File: config.mk
export PLATFORM = sky130hd
export DESIGN_NAME = mux_scan_sequencer
export DESIGN_NICKNAME = d
export VERILOG_FILES = /design/src/rtl/mux_scan_sequencer.sv
export SDC_FILE = /design/constraint.sdc
export NUM_CORES = 1
export LEC_CHECK = 0
export CAP_MARGIN = 20
export CORE_AREA = 5 5 42 44
export CTS_CLUSTER_DIAMETER = 80
export DETAILED_ROUTE_END_ITERATION = 8
export DIE_AREA = 0 0 47 49
export GPL_ROUTABILITY_DRIVEN = 0
export HOLD_SLACK_MARGIN = 0.03
export PLACE_DENSITY_LB_ADDON = 0.25
export RECOVER_POWER = 100
export SYNTH_ARGS = -nofsm -noshare
export SYNTH_HDL_FRONTEND = slang
export SYNTH_SLANG_ARGS = --single-unit
export TNS_END_PERCENT = 20
File: constraint.sdc
create_clock -name i_clk -period 3.3 [get_ports i_clk]
set_clock_uncertainty 0.15 [all_clocks]
set_input_delay 0.66 -clock i_clk [delete_from_list [all_inputs] [get_ports i_clk]]
set_output_delay 0.66 -clock i_clk [all_outputs]
set_load 0.005 [all_outputs]
File: src/rtl/mux_scan_sequencer.sv
// Select sequencer for the N:1 mux: walks enabled channels in ascending order, dwelling on each.
// Build option MUX_SCAN_ONESHOT_EN: stop after one sweep instead of scanning continuously.
module mux_scan_sequencer #(
  parameter  int NUM_CH       = 2,
  parameter  int DWELL_CYCLES = 4,
  localparam int SEL_W        = $clog2(NUM_CH),
  localparam int CNT_W        = $clog2(DWELL_CYCLES) + 1
) (
  input  logic              i_clk,
  input  logic              i_rst,
  input  logic              i_start,
  input  logic              i_stop,
  input  logic [NUM_CH-1:0] i_ch_mask,
  output logic [SEL_W-1:0]  o_sel,
  output logic              o_busy,
  output logic              o_strobe,
  output logic              o_wrap
);

  typedef enum logic {IDLE, DWELL} state_t;

  localparam logic [CNT_W-1:0] CNT_LAST = CNT_W'(DWELL_CYCLES - 1);

  state_t             state_q, state_d;
  logic [SEL_W-1:0]   sel_q, sel_d;
  logic [CNT_W-1:0]   cnt_q, cnt_d;
  logic [SEL_W-1:0]   nxt_q, nxt_d;
  logic               wrap_q, wrap_d;
  logic               last_q, last_d;
  logic [SEL_W:0]     hit;
  logic               strobe;

  function automatic logic [SEL_W-1:0] lowest(input logic [NUM_CH-1:0] m);
    logic [SEL_W-1:0] r;
    r = '0;
    for (int i = NUM_CH - 1; i >= 0; i--)
      if (m[i]) r = SEL_W'(i);
    return r;
  endfunction

  // {found, index} of the lowest enabled channel strictly above s
  function automatic logic [SEL_W:0] above(input logic [SEL_W-1:0] s,
                                           input logic [NUM_CH-1:0] m);
    logic [SEL_W:0] r;
    r = '0;
    for (int i = NUM_CH - 1; i >= 0; i--)
      if (m[i] && (i > int'(s))) r = {1'b1, SEL_W'(i)};
    return r;
  endfunction

  assign strobe   = (state_q == DWELL) && (cnt_q == CNT_LAST);
  assign o_busy   = (state_q == DWELL);
  assign o_sel    = sel_q;
  assign o_strobe = strobe;
  assign o_wrap   = strobe & wrap_q;

  always_comb begin
    state_d = state_q;
    sel_d   = sel_q;
    cnt_d   = cnt_q;
    nxt_d   = nxt_q;
    wrap_d  = wrap_q;
    last_d  = last_q;
    case (state_q)
      IDLE: begin
        if (i_start && !i_stop && (|i_ch_mask)) begin
          state_d = DWELL;
          sel_d   = lowest(i_ch_mask);
          cnt_d   = '0;
        end
      end
      DWELL: begin
        if (i_stop) begin
          state_d = IDLE;
          cnt_d   = '0;
        end else if (strobe) begin
          cnt_d = '0;
          if (last_q) state_d = IDLE;
          else        sel_d   = nxt_q;
        end else begin
          cnt_d = cnt_q + 1'b1;
        end
      end
      default: state_d = IDLE;
    endcase

    // The mask is sampled on the edge entering a strobe cycle, so the advance
    // target and wrap flag are registered and the outputs never see i_ch_mask.
    hit = above(sel_d, i_ch_mask);
    if ((state_d == DWELL) && (cnt_d == CNT_LAST)) begin
      nxt_d  = hit[SEL_W] ? hit[SEL_W-1:0] : lowest(i_ch_mask);
      wrap_d = ~hit[SEL_W] & (|i_ch_mask);
`ifdef MUX_SCAN_ONESHOT_EN
      last_d = ~(|i_ch_mask) | ~hit[SEL_W];
`else
      last_d = ~(|i_ch_mask);
`endif
    end
  end

  always_ff @(posedge i_clk or posedge i_rst) begin
    if (i_rst) begin
      state_q <= IDLE;
      sel_q   <= '0;
      cnt_q   <= '0;
      nxt_q   <= '0;
      wrap_q  <= 1'b0;
      last_q  <= 1'b0;
    end else begin
      state_q <= state_d;
      sel_q   <= sel_d;
      cnt_q   <= cnt_d;
      nxt_q   <= nxt_d;
      wrap_q  <= wrap_d;
      last_q  <= last_d;
    end
  end

endmodule

==> run_1/met1.png <==
Scale: 8 px per um. Cells faint in the background.
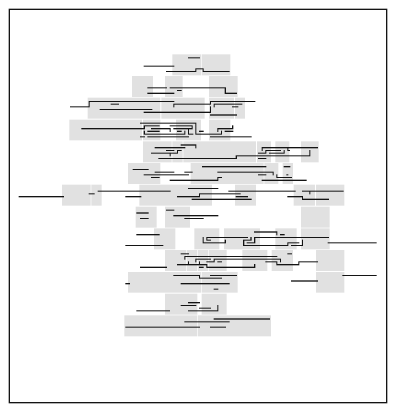
- main direction: horizontal
- longest straight run: 11.5 um
- nets with wire on the layer: 53
- wire length on this layer: 442 um
- share of all routed wire: 50%
met1 track demand over resource: 10.6%
total via count in the routed design: 330
total routed wirelength: 876 um

==> run_1/met2.png <==
Scale: 10 px per um.
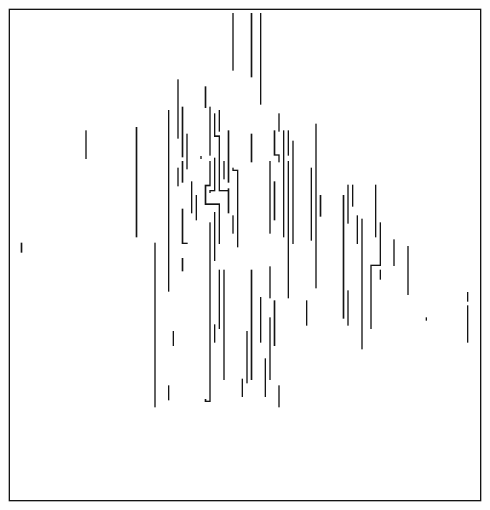
- share of all routed wire: 44%
- wire length on this layer: 385 um
- longest straight run: 18.0 um
- nets with wire on the layer: 51

==> run_1/met3.png <==
Scale: 6 px per um. Cells faint in the background.
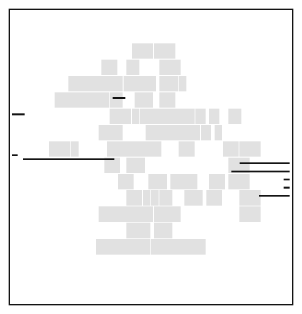
- nets with wire on the layer: 8
- longest straight run: 14.9 um
met3 Use GR: 2.58%

==> run_1/pins.png <==
Scale: 10 px per um. Pins as bars across the die edge, other pins in gray.
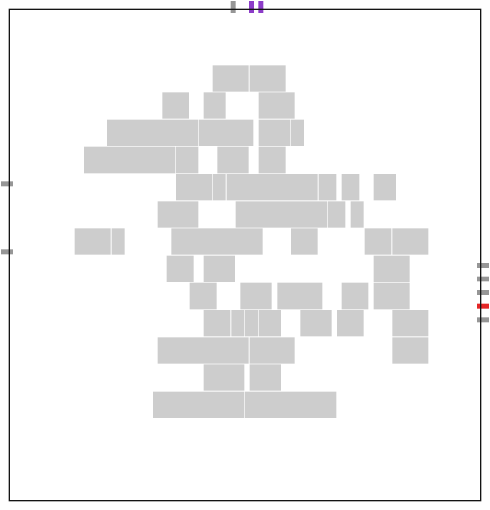
- purple: `i_ch_mask` (pins 2; direction input; edge north)
- red: `o_strobe` (pins 1; direction output; edge east)
die extent in x: 47 um
port buffer count: 9
Chip Height: 49 um

==> impl_metrics.ini, run 1 <==
; implementation run metrics
[layout]
area.share.sequential_pct = 35.4
final-comb-area_um2 = 221
nNonClkBuffers = 9
max_ffs_per_register = 3
postLayoutCellArea_um2 = 566
final_util_pct = 40.4

[sta]
finalHoldViolations = 0
rsz_0062_raised_after_global_routing = false
final_critical_path_required_period_ns = 2.90
hold_slack_ns = 0.362

[setup_path]
critical_path.endpoint_type = flip-flop
startpoint_type = primary input
crit_path_end = wrap_q
crit_cells = 5
ff2ff_setup_slack_ns = 0.85

[routing]
met3_wirelength_um = 43
routedLengthMet1_um = 441
route.detailed.vias_per_inst = 4.93
remaining_drc_errors = 0

[cts]
clock_insertion_delay_worst_skew_ns = 0.25
postCtsSetupRepairBufs = 0
cts_tree = built

[die]
fp_util_pct = 32.3
placementRows = 14
floorplan.die_area_um2 = 2300
placeableCoreArea_um2 = 1400

[power]
static_leakage_nw = 0.266
vdd_drop_max_uv = 207

[run_status]
outcome = complete, no violations

[global_route]
met2_usage_pct = 11.1
track_usage_pct = 8.30

[worst_hold_path]
worst_case_hold_path_end_point = cnt_q[1]
hold_class = reg2reg
min_delay_path_depth = 1

[logic_synthesis]
synthCells = 39
yosys.stat.seqShare_pct = 44.2
ys_dominant_reg_cell = dfrtp_1

[job]
cap_violations = 0

[placement]
preCtsSetupSlack_ns = 0.714
placed_cell_area_um2 = 563
[run 1: where the power goes]
part	internal, mW	switching [mW]	total (mW)
sequential	0.122	0.0184	0.140
clock	0.0414	0.0304	0.0719
combinational	0.0414	0.0265	0.0680
[run 1: cells in the mapped netlist (2+ instances only)]
master / instances
dfrtp_1: 8
nor2_1: 3
nor3b_1: 2
a21oi_1: 2
nor2b_1: 3
mux2_2: 2
inv_1: 3
[run 1: cells by family after synthesis]
| family | Yosys count | synth area share, % |
|---|---|---|
| flops | 8 | 44.2 |
| xor+xnor | 1 | 1.93 |
| buf+inv | 3 | 2.49 |
| compound gates | 9 | 14.9 |
| mux | 4 | 10.5 |
| simple gates | 13 | 23.2 |
| fa+ha+maj | 1 | 2.76 |
==> run 2: changes to the inputs <==
--- a/config.mk
+++ b/config.mk
@@ -6,13 +6,15 @@
 export NUM_CORES = 1
 export LEC_CHECK = 0
 export CAP_MARGIN = 20
-export CORE_AREA = 5 5 42 44
+export CELL_PAD_IN_SITES_DETAIL_PLACEMENT = 2
+export CELL_PAD_IN_SITES_GLOBAL_PLACEMENT = 2
+export CORE_MARGIN = 2
+export CORE_UTILIZATION = 32
 export CTS_CLUSTER_DIAMETER = 80
 export DETAILED_ROUTE_END_ITERATION = 8
-export DIE_AREA = 0 0 47 49
 export GPL_ROUTABILITY_DRIVEN = 0
 export HOLD_SLACK_MARGIN = 0.03
-export PLACE_DENSITY_LB_ADDON = 0.25
+export PLACE_DENSITY = 0.78
 export RECOVER_POWER = 100
 export SYNTH_ARGS = -nofsm -noshare
 export SYNTH_HDL_FRONTEND = slang
==> run_2/met1.png <==
Scale: 10 px per um. Cells faint in the background.
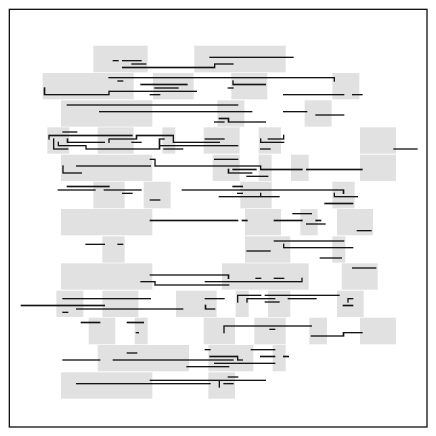
total via count in the routed design: 340
met1 track demand over resource: 17.6%
total routed wirelength: 1070 um

==> run 2 against run 1 <==
Fmax is 7.6% higher. Global-route usage rose by 7.5 points. Register-to-register slack improved by 0.37 ns. Via count grew 3.0%. Routed wire length rose by 23%. First-iteration DRC count up 100%. Non-clock buffer count stayed put. Sequential power hardly changed. Clock power grew 0.6%. Sequential share of layout area is 0.69 points lower. Die size decreased by 25%. Count of clock-buffer cells in the layout unchanged. Critical endpoint is now o_wrap. Largest cell class unchanged. Highest routed layer is now met3.
==> impl_metrics.ini, run 2 <==
; implementation run metrics
[placement]
placed_cell_area_um2 = 562

[run_status]
outcome = complete, no violations

[worst_hold_path]
min_delay_path_depth = 1

[sta]
rsz_0062_raised_after_global_routing = false
final_critical_path_required_period_ns = 2.70

[power]
power_clock_mw = 0.0723
static_leakage_nw = 0.269
power.share.combinational_pct = 25.7
power.internal_mw = 0.207
share_seq_of_total_power_pct = 49.2
clock_power_share_pct = 25.1

[setup_path]
crit_path_end = o_wrap
startpoint_type = flip-flop

[die]
floorplan.die_area_um2 = 1730
die_height_um = 41.6
placeableCoreArea_um2 = 1320
placementRows = 13

[logic_synthesis]
yosys.stat.seqShare_pct = 44.2
most_numerous_cell_types_in_the_synthesized_netlist = dfrtp_1 (8), inv_1 (3), nor2_1 (3), nor2b_1 (3)
ys_dominant_reg_cell = dfrtp_1

[routing]
remaining_drc_errors = 0

[cts]
clock_insertion_delay_worst_skew_ns = 0.25

[job]
cap_violations = 0
-- run 2: cell counts after synthesis --
Identical to the previous run, type by type.
-- run 2: cell families after synthesis --
group / count (synthesis) / share of synthesized area, %
AND-OR/OR-AND: 9 / 14.9
AND/OR/NAND/NOR: 13 / 23.2
XOR/XNOR: 1 / 1.93
flip-flops: 8 / 44.2
multiplexers: 4 / 10.5
adder cells (fa/ha/maj): 1 / 2.76
buffers and inverters: 3 / 2.49
-- run 2: worst max-delay path: stages (launching register included) --
cell	delay, ns
dfrtp_1	0.41
ha_1	0.24
nor2b_1	0.23
and3_2	0.20
dlygate4sd3_1	0.56
-- run 2: final cells by class --
type                            count  area share, %
Multi-Input combinational cell     28           40.6
Sequential cell                     8           34.7
Timing Repair Buffer                9           15.6
Clock buffer                        3           3.90
Tap cell                           15           3.25
Inverter                            3           1.95
No activity file was given, so power comes from the tool's default toggle rates.
